run_1/placement.png
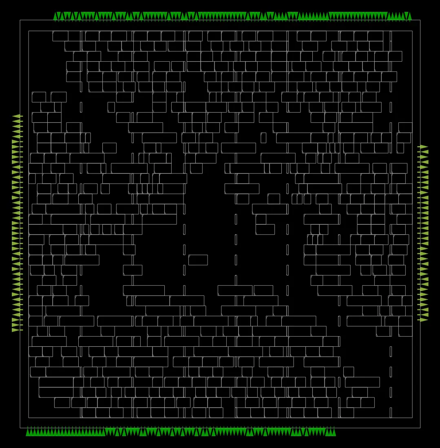
run_1/layer_met3.png
The bar under the picture is 20 µm long.
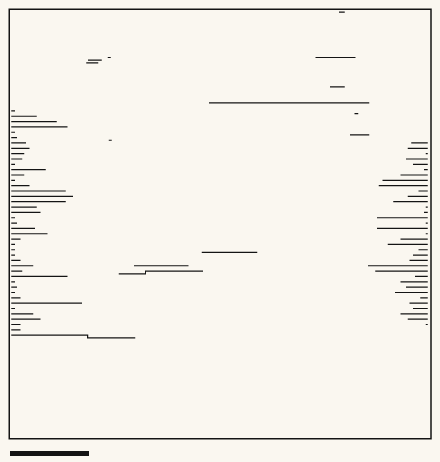
run_1/wires.png
The bar under the picture is 20 µm long.
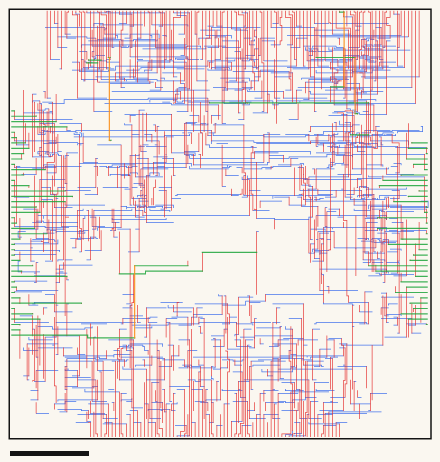
`config.mk`:
```
export PLATFORM = sky130hd
export DESIGN_NAME = sram_port_arb
export DESIGN_NICKNAME = d
export VERILOG_FILES = /design/src/rtl/sram_port_arb.sv
export SDC_FILE = /design/constraint.sdc
export NUM_CORES = 1
export LEC_CHECK = 0
export ABC_CLOCK_PERIOD_IN_PS = 2970
export CAP_MARGIN = 5
export CORE_AREA = 2 2 105 107
export CTS_CLUSTER_SIZE = 10
export DETAILED_ROUTE_END_ITERATION = 8
export DIE_AREA = 0 0 107 109
export GPL_TIMING_DRIVEN = 0
export PLACE_DENSITY = 0.8
export SLEW_MARGIN = 30
export SYNTH_ARGS = -nofsm -noshare
export SYNTH_HDL_FRONTEND = slang
export SYNTH_SLANG_ARGS = --single-unit
```
`constraint.sdc`:
```
create_clock -name clock -period 2.97 [get_ports clock]
set_input_delay 0.297 -clock clock [delete_from_list [all_inputs] [get_ports clock]]
set_output_delay 0.297 -clock clock [all_outputs]
set_load 0.05 [all_outputs]
```
`src/rtl/sram_port_arb.sv`:
```
// Single-port SRAM front end: zero-fills the array after reset, then arbitrates
// the core cache port against a Wishbone slave with bounded Wishbone starvation.
module sram_port_arb #(
    parameter int unsigned ADDR_W       = 12,
    parameter int unsigned DATA_W       = 32,
    parameter int unsigned MASK_W       = 4,
    parameter int unsigned STARVE_LIMIT = 8
) (
    input  logic              clock,
    input  logic              reset_n,

    input  logic              core_en,
    input  logic              core_wmode,
    input  logic [ADDR_W-1:0] core_addr,
    input  logic [MASK_W-1:0] core_wmask,
    input  logic [DATA_W-1:0] core_wdata,
    output logic              core_ready,
    output logic [DATA_W-1:0] core_rdata,

    input  logic              wbs_cyc_i,
    input  logic              wbs_stb_i,
    input  logic              wbs_we_i,
    input  logic [MASK_W-1:0] wbs_sel_i,
    input  logic [31:0]       wbs_adr_i,
    input  logic [DATA_W-1:0] wbs_dat_i,
    output logic [DATA_W-1:0] wbs_dat_o,
    output logic              wbs_ack_o,

    output logic              init_done,

    output logic              RW0_en,
    output logic              RW0_wmode,
    output logic [ADDR_W-1:0] RW0_addr,
    output logic [MASK_W-1:0] RW0_wmask,
    output logic [DATA_W-1:0] RW0_wdata,
    input  logic [DATA_W-1:0] RW0_rdata
);

    localparam int unsigned CNT_W = $clog2(STARVE_LIMIT + 1);

    typedef enum logic [1:0] {
        WB_IDLE,
        WB_RD,
        WB_ACK
    } wb_state_e;

    logic              clear_active_q, clear_active_d;
    logic              init_done_q, init_done_d;
    logic [ADDR_W-1:0] clr_addr_q, clr_addr_d;
    logic [CNT_W-1:0]  starve_q, starve_d;
    wb_state_e         wb_state_q, wb_state_d;
    logic              wb_ack_q, wb_ack_d;
    logic [DATA_W-1:0] wb_dat_q, wb_dat_d;

    logic              wb_req;
    logic              wb_grant;
    logic              core_grant;
    logic              starved;
    logic [ADDR_W-1:0] wb_word;
    logic              unused_adr_bits;

    assign wb_word         = wbs_adr_i[ADDR_W+1:2];
    assign unused_adr_bits = ^{wbs_adr_i[31:ADDR_W+2], wbs_adr_i[1:0]};

    // Sweep starts one cycle after release so RW0_en is never driven during reset.
    always_comb begin
        clear_active_d = clear_active_q;
        init_done_d    = init_done_q;
        clr_addr_d     = clr_addr_q;
        if (clear_active_q) begin
            clr_addr_d = clr_addr_q + 1'b1;
            if (clr_addr_q == '1) begin
                clear_active_d = 1'b0;
                init_done_d    = 1'b1;
            end
        end else if (!init_done_q) begin
            clear_active_d = 1'b1;
        end
    end

    always_comb begin
        starved    = (starve_q == CNT_W'(STARVE_LIMIT));
        wb_req     = wbs_cyc_i & wbs_stb_i & (wb_state_q == WB_IDLE) & ~wb_ack_q;
        wb_grant   = init_done_q & wb_req & (~core_en | starved);
        core_ready = init_done_q & ~wb_grant;
        core_grant = core_en & core_ready;
    end

    always_comb begin
        starve_d = starve_q;
        if (wb_grant) begin
            starve_d = '0;
        end else if (init_done_q && wb_req && core_en && !starved) begin
            starve_d = starve_q + 1'b1;
        end
    end

    always_comb begin
        RW0_en    = 1'b0;
        RW0_wmode = 1'b0;
        RW0_addr  = '0;
        RW0_wmask = '0;
        RW0_wdata = '0;
        if (clear_active_q) begin
            RW0_en    = 1'b1;
            RW0_wmode = 1'b1;
            RW0_addr  = clr_addr_q;
            RW0_wmask = '1;
            RW0_wdata = '0;
        end else if (wb_grant) begin
            RW0_en    = 1'b1;
            RW0_wmode = wbs_we_i;
            RW0_addr  = wb_word;
            RW0_wmask = wbs_we_i ? wbs_sel_i : '0;
            RW0_wdata = wbs_dat_i;
        end else if (core_grant) begin
            RW0_en    = 1'b1;
            RW0_wmode = core_wmode;
            RW0_addr  = core_addr;
            RW0_wmask = core_wmask;
            RW0_wdata = core_wdata;
        end
    end

    // Read data arrives the cycle after the grant; ack follows once captured.
    always_comb begin
        wb_state_d = wb_state_q;
        wb_dat_d   = wb_dat_q;
        case (wb_state_q)
            WB_IDLE: begin
                if (wb_grant) begin
                    wb_state_d = wbs_we_i ? WB_ACK : WB_RD;
                end
            end
            WB_RD: begin
                wb_dat_d   = RW0_rdata;
                wb_state_d = WB_ACK;
            end
            WB_ACK:  wb_state_d = WB_IDLE;
            default: wb_state_d = WB_IDLE;
        endcase
        wb_ack_d = (wb_state_d == WB_ACK);
    end

    always_ff @(posedge clock or negedge reset_n) begin
        if (!reset_n) begin
            clear_active_q <= 1'b0;
            init_done_q    <= 1'b0;
            clr_addr_q     <= '0;
            starve_q       <= '0;
            wb_state_q     <= WB_IDLE;
            wb_ack_q       <= 1'b0;
            wb_dat_q       <= '0;
        end else begin
            clear_active_q <= clear_active_d;
            init_done_q    <= init_done_d;
            clr_addr_q     <= clr_addr_d;
            starve_q       <= starve_d;
            wb_state_q     <= wb_state_d;
            wb_ack_q       <= wb_ack_d;
            wb_dat_q       <= wb_dat_d;
        end
    end

    assign init_done  = init_done_q;
    assign wbs_ack_o  = wb_ack_q;
    assign wbs_dat_o  = wb_dat_q;
    assign core_rdata = RW0_rdata;

endmodule

```
==> impl_table.tex, run 1 <==
% Synthesis and place-and-route results
\begin{tabular}{lr}
\hline
Metric & Value \\
\hline
\multicolumn{2}{l}{\textbf{Status}} \\
Outcome & finished clean \\
\multicolumn{2}{l}{\textbf{Clocking}} \\
H-tree level count & 2 \\
Clock root buffer master & clkbuf\_8 \\
Clock tree from TritonCTS & yes \\
Clk latency late pin & 300 ps \\
Clock sink count & 53 \\
\multicolumn{2}{l}{\textbf{Synthesis}} \\
Top-count cell post-synth & dfrtp\_1 \\
Cell type contributing the most total cell area after synthesis & dfrtp\_1 \\
Area leader share & a little over two fifths \\
Number of synthesized flops with an enable pin & 0 \\
Yosys Instances & between 200 and 300 \\
Async S/R FF share, synth & 100\% \\
Number of synthesized register bits & 53 \\
Largest cells by area & dfrtp\_1, mux2\_2, a22o\_1 \\
\multicolumn{2}{l}{\textbf{Final timing}} \\
Worst hold-check slack & 425 ps \\
Clock Skew & approximately 7.2 ps \\
\multicolumn{2}{l}{\textbf{Global route}} \\
Busiest metal layer after global routing & met2 \\
Antenna violations before repair & 0 \\
Sum of overflow across all layers after global routing & 0 \\
Number of global-route vias before repair & 3168 \\
Grt met2 use & between 30\% and 40\% \\
\multicolumn{2}{l}{\textbf{Critical path}} \\
CP Max Fanout & 10 \\
Critical path's top delay family & buffers and inverters \\
\multicolumn{2}{l}{\textbf{Final layout}} \\
Non-clock buffering overhead in the final layout & 49.6\% \\
Fraction of final layout cells sized beyond drive strength 1 & 28.1\% \\
Final antenna diode count & 0 \\
Net total in the final layout & roughly 700 \\
Seq/total area & between 20\% and 30\% \\
\multicolumn{2}{l}{\textbf{Power}} \\
Worst supply voltage drop on vdd & $\sim$0.23 mV \\
Switching component of the power & 0.393 mW \\
Clock group share of total power & between 30 and 40\% \\
LEAKAGE & approximately 2.6 nW \\
Sequential cell fraction of total power & $\sim$45\% \\
\multicolumn{2}{l}{\textbf{Run}} \\
Total of max-cap violations & 0 \\
\multicolumn{2}{l}{\textbf{Routing}} \\
Per-cell via count in the routed design & roughly 4.6 \\
Count of unresolved DRC violations after routing & 0 \\
\multicolumn{2}{l}{\textbf{Floorplan}} \\
Vert. Die Dim & approximately 110 µm \\
Overall die width & $\sim$110 µm \\
Full die area & between 0.01 and 0.015 mm² \\
\multicolumn{2}{l}{\textbf{Placed design}} \\
Placed cell count & around 660 \\
Cell area after placement & between 0.005 and 0.006 mm² \\
\hline
\end{tabular}
About placement.png:
core occupancy in the finished layout: 56.4%
total core area: 0.0106 mm²

About layer_met3.png:
The longest straight run is 40.5 µm. 85 nets have wire on it.

About wires.png:
Key: metal 2 = red [wire length 5790 µm]; metal 4 = orange [wire length 72.8 µm]; metal 3 = green [wire length 542 µm]; metal 1 = blue [wire length 4470 µm]

==> run 1: worst paths after layout <==
kind                            cells after the start  slack (ps)              to      startpoint
worst min-delay path                                2         420   wbs_dat_o[16]         reset_n
worst min register to register                      1         510  clr_addr_q[10]  clr_addr_q[10]
min in group clock                                  1         510  clr_addr_q[10]  clr_addr_q[10]
worst max register to register                      7        1140       wbs_ack_o     starve_q[0]
worst max-delay path                                9         130    RW0_wdata[8]     starve_q[0]
max in group asynchronous                           3        2080   clr_addr_q[1]         reset_n
==> run 1: logic make-up after synthesis <==
group / share of synthesized area (%)
adder cells (fa/ha/maj): 1.22
multiplexers: 12.4
buffers and inverters: 12.9
XOR/XNOR: 3.12
AND/OR/NAND/NOR: 9.85
flip-flops: 42.9
AND-OR/OR-AND: 17.6
## Run 2: what changed since run 1
CTS_CLUSTER_DIAMETER = 120   (was unset)
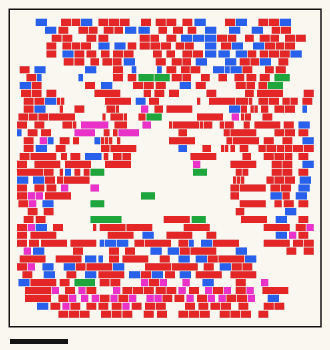
run_2/sizes.png
The bar under the picture is 20 µm long.
Key: _2 cells = blue [cells 94, share 18%]; _6 and larger = green [cells 12, share 2.3%]; _0 and _1 cells = red [cells 378, share 72%]; _3 and _4 cells = magenta [cells 42, share 8.0%]

==> run 2 against run 1 <==
  * Worst setup slack is the same
  * Critical path depth is the same
  * Flip-flop count unchanged
  * Sequential power barely moved
  * Hold slack stayed put
  * Final area stayed put
  * Core utilization stayed put
  * Routed wire length unchanged
  * Power did not move
  * Register-to-register slack about the same
  * Maximum frequency unchanged
  * Die size unchanged
  * Largest power group unchanged
  * Highest routed layer unchanged
==> impl_table.tex, run 2 <==
% Synthesis and place-and-route results
\begin{tabular}{lr}
\hline
Metric & Value \\
\hline
\multicolumn{2}{l}{\textbf{Routing}} \\
Count of unresolved DRC violations after routing & 0 (unchanged) \\
First-pass detailed-route iteration total & 4 (unchanged) \\
Per-cell via count in the routed design & 4.61 (unchanged) \\
Met3 wire length & 541 µm (unchanged) \\
Routed wire length & 10.9 mm (unchanged) \\
\multicolumn{2}{l}{\textbf{Final layout}} \\
Fraction of final layout cells sized beyond drive strength 1 & 28.1\% (unchanged) \\
Seq/total area & 22.2\% (unchanged) \\
Inverters & 5 (unchanged) \\
Core occupancy in the finished layout & 56.4\% (unchanged) \\
Final design area excluding fillers & 0.00598 mm² (unchanged) \\
Clock buffer instance count of the final layout & 5 (unchanged) \\
Dominant logic cell type in the layout & clkdlybuf4s50\_1 (unchanged) \\
Non-clock buffering overhead in the final layout & 49.6\% (unchanged) \\
Net total in the final layout & 683 (unchanged) \\
Final antenna diode count & 0 (unchanged) \\
Number of inserted filler cells in the final layout & 921 (unchanged) \\
\multicolumn{2}{l}{\textbf{Synthesis}} \\
Instance tally after logic synthesis & 263 (unchanged) \\
Largest cells by area & dfrtp\_1, mux2\_2, a22o\_1 (unchanged) \\
Area fraction in full adders, half adders and majority gates & 1.22\% (unchanged) \\
Cell type contributing the most total cell area after synthesis & dfrtp\_1 (unchanged) \\
Yosys Instances & 263 (unchanged) \\
Number of synthesized flops with an enable pin & 0 (unchanged) \\
Area leader share & 42.9\% (unchanged) \\
Synth Area in Simple Gates & 9.85\% (unchanged) \\
Multiplexer share of the synthesized area & 12.4\% (unchanged) \\
Summed instance area of the synthesized netlist & 0.00309 mm² (unchanged) \\
Net Count, Synth & 421 (unchanged) \\
Async S/R FF share, synth & 100\% (unchanged) \\
Number of synthesized register bits & 53 (unchanged) \\
XOR/XNOR Area Share & 3.12\% (unchanged) \\
Post-synthesis share of cell area spent on and-or and or-and gates & 17.6\% (unchanged) \\
Top cell types by occurrence after synthesis & dfrtp\_1, mux2\_2, a22o\_1, buf\_4, a221o\_1 (unchanged) \\
Top-count cell post-synth & dfrtp\_1 (unchanged) \\
Largest combinational cell category by area & AND-OR/OR-AND gates (unchanged) \\
Count of yosys warnings during synthesis & 0 (unchanged) \\
\multicolumn{2}{l}{\textbf{Clocking}} \\
Clock tree from TritonCTS & yes (unchanged) \\
Clock root buffer master & clkbuf\_8 (unchanged) \\
H-tree level count & 2 (unchanged) \\
Clock-pin transition on the worst setup and hold timing paths & 100 ps (about the same) \\
Clock sink count & 53 (unchanged) \\
Clk latency late pin & 300 ps (about the same) \\
\multicolumn{2}{l}{\textbf{Placed design}} \\
Placed cell count & 655 (unchanged) \\
HPWL after detailed placement & 8.93 mm (unchanged) \\
Cell area after placement & 0.00579 mm² (unchanged) \\
\multicolumn{2}{l}{\textbf{Floorplan}} \\
Full die area & 0.0117 mm² (unchanged) \\
Vert. Die Dim & 109 µm (unchanged) \\
Total core area & 0.0106 mm² (unchanged) \\
Top-level port count & 272 (unchanged) \\
Overall die width & 107 µm (unchanged) \\
\multicolumn{2}{l}{\textbf{Status}} \\
Outcome & finished clean (unchanged) \\
\multicolumn{2}{l}{\textbf{Global route}} \\
Met3 Use GR & 3.59\% (unchanged) \\
Grt met2 use & 31.2\% (unchanged) \\
Busiest metal layer after global routing & met2 (unchanged) \\
Antenna violations before repair & 0 (unchanged) \\
Sum of overflow across all layers after global routing & 0 (unchanged) \\
Number of global-route vias before repair & 3168 (unchanged) \\
\multicolumn{2}{l}{\textbf{Power}} \\
Sequential cell fraction of total power & 45.4\% (about the same) \\
Worst supply voltage drop on vdd & 0.232 mV (unchanged) \\
LEAKAGE & 2.61 nW (unchanged) \\
Total power & 1.59 mW (unchanged) \\
Proportion of power drawn by combinational gates & 23.4\% (about the same) \\
Clock group share of total power & 31.3\% (about the same) \\
Switching component of the power & 0.393 mW (unchanged) \\
Net Sw Frac & 24.7\% (unchanged) \\
\multicolumn{2}{l}{\textbf{Critical path}} \\
WP data required & 2670 ps (about the same) \\
Register-to-register setup slack & 1140 ps (about the same) \\
Worst reg2reg path endpoint & wbs\_ack\_o (unchanged) \\
Cells along the critical path & inv\_1, ha\_1, nand3b\_4, a211oi\_4, and2\_4, buf\_8, buf\_8, a22o\_1, clkdlybuf4s15\_2 (unchanged) \\
CP Data Arrival Time & 2540 ps (about the same) \\
Logic depth of the worst setup path including buffers & 9 (unchanged) \\
Slowest stage cell on the critical path & dfrtp\_1 (unchanged) \\
Worst Setup SP & starve\_q[0] (unchanged) \\
Startpoint type of the worst setup path & flip-flop (unchanged) \\
Worst setup path endpoint & RW0\_wdata[8] (unchanged) \\
Worst flop-to-flop path startpoint & starve\_q[0] (unchanged) \\
Critical path's top delay family & buffers and inverters (unchanged) \\
CP Max Fanout & 10 (unchanged) \\
Number of cells on the worst reg-to-reg path & 7 (unchanged) \\
\multicolumn{2}{l}{\textbf{Final timing}} \\
Worst hold-check slack & 425 ps (unchanged) \\
Final critical-path share of the clock period & 95.5\% (unchanged) \\
Clock Skew & 7.18 ps (unchanged) \\
Crit path setup slack, layout & 134 ps (unchanged) \\
\multicolumn{2}{l}{\textbf{Run}} \\
Total of max-cap violations & 0 (unchanged) \\
\hline
\end{tabular}
-- run 2: cell counts in the layout (fill, tap and decap cells not counted) --
No cell type changed its count.
-- run 2: power by group through the flow --
stage	Combinational (mW)	Sequential (mW)	Clock [mW]
final	0.371	0.721	0.497
after global routing	0.389	0.721	0.545
after CTS	0.373	0.721	0.514
after detailed placement	0.369	0.735	0
after global placement	0.362	0.735	0
after floorplan	0.122	0.735	0
-- run 2: cells by family after synthesis --
group           Yosys count
compound gates           58
xor+xnor                 11
fa+ha+maj                 3
buf+inv                  56
flops                    53
mux                      34
simple gates             48
-- run 2: timing repair --
item	4_1_cts	5_1_grt
hold buffers	1	0
pin swaps	0	1
endpoints found under the setup margin	49	26
setup buffers	0	2
hold endpoints to repair	21	0
gates resized	139	9
Power is estimated from default activity; no workload was simulated.
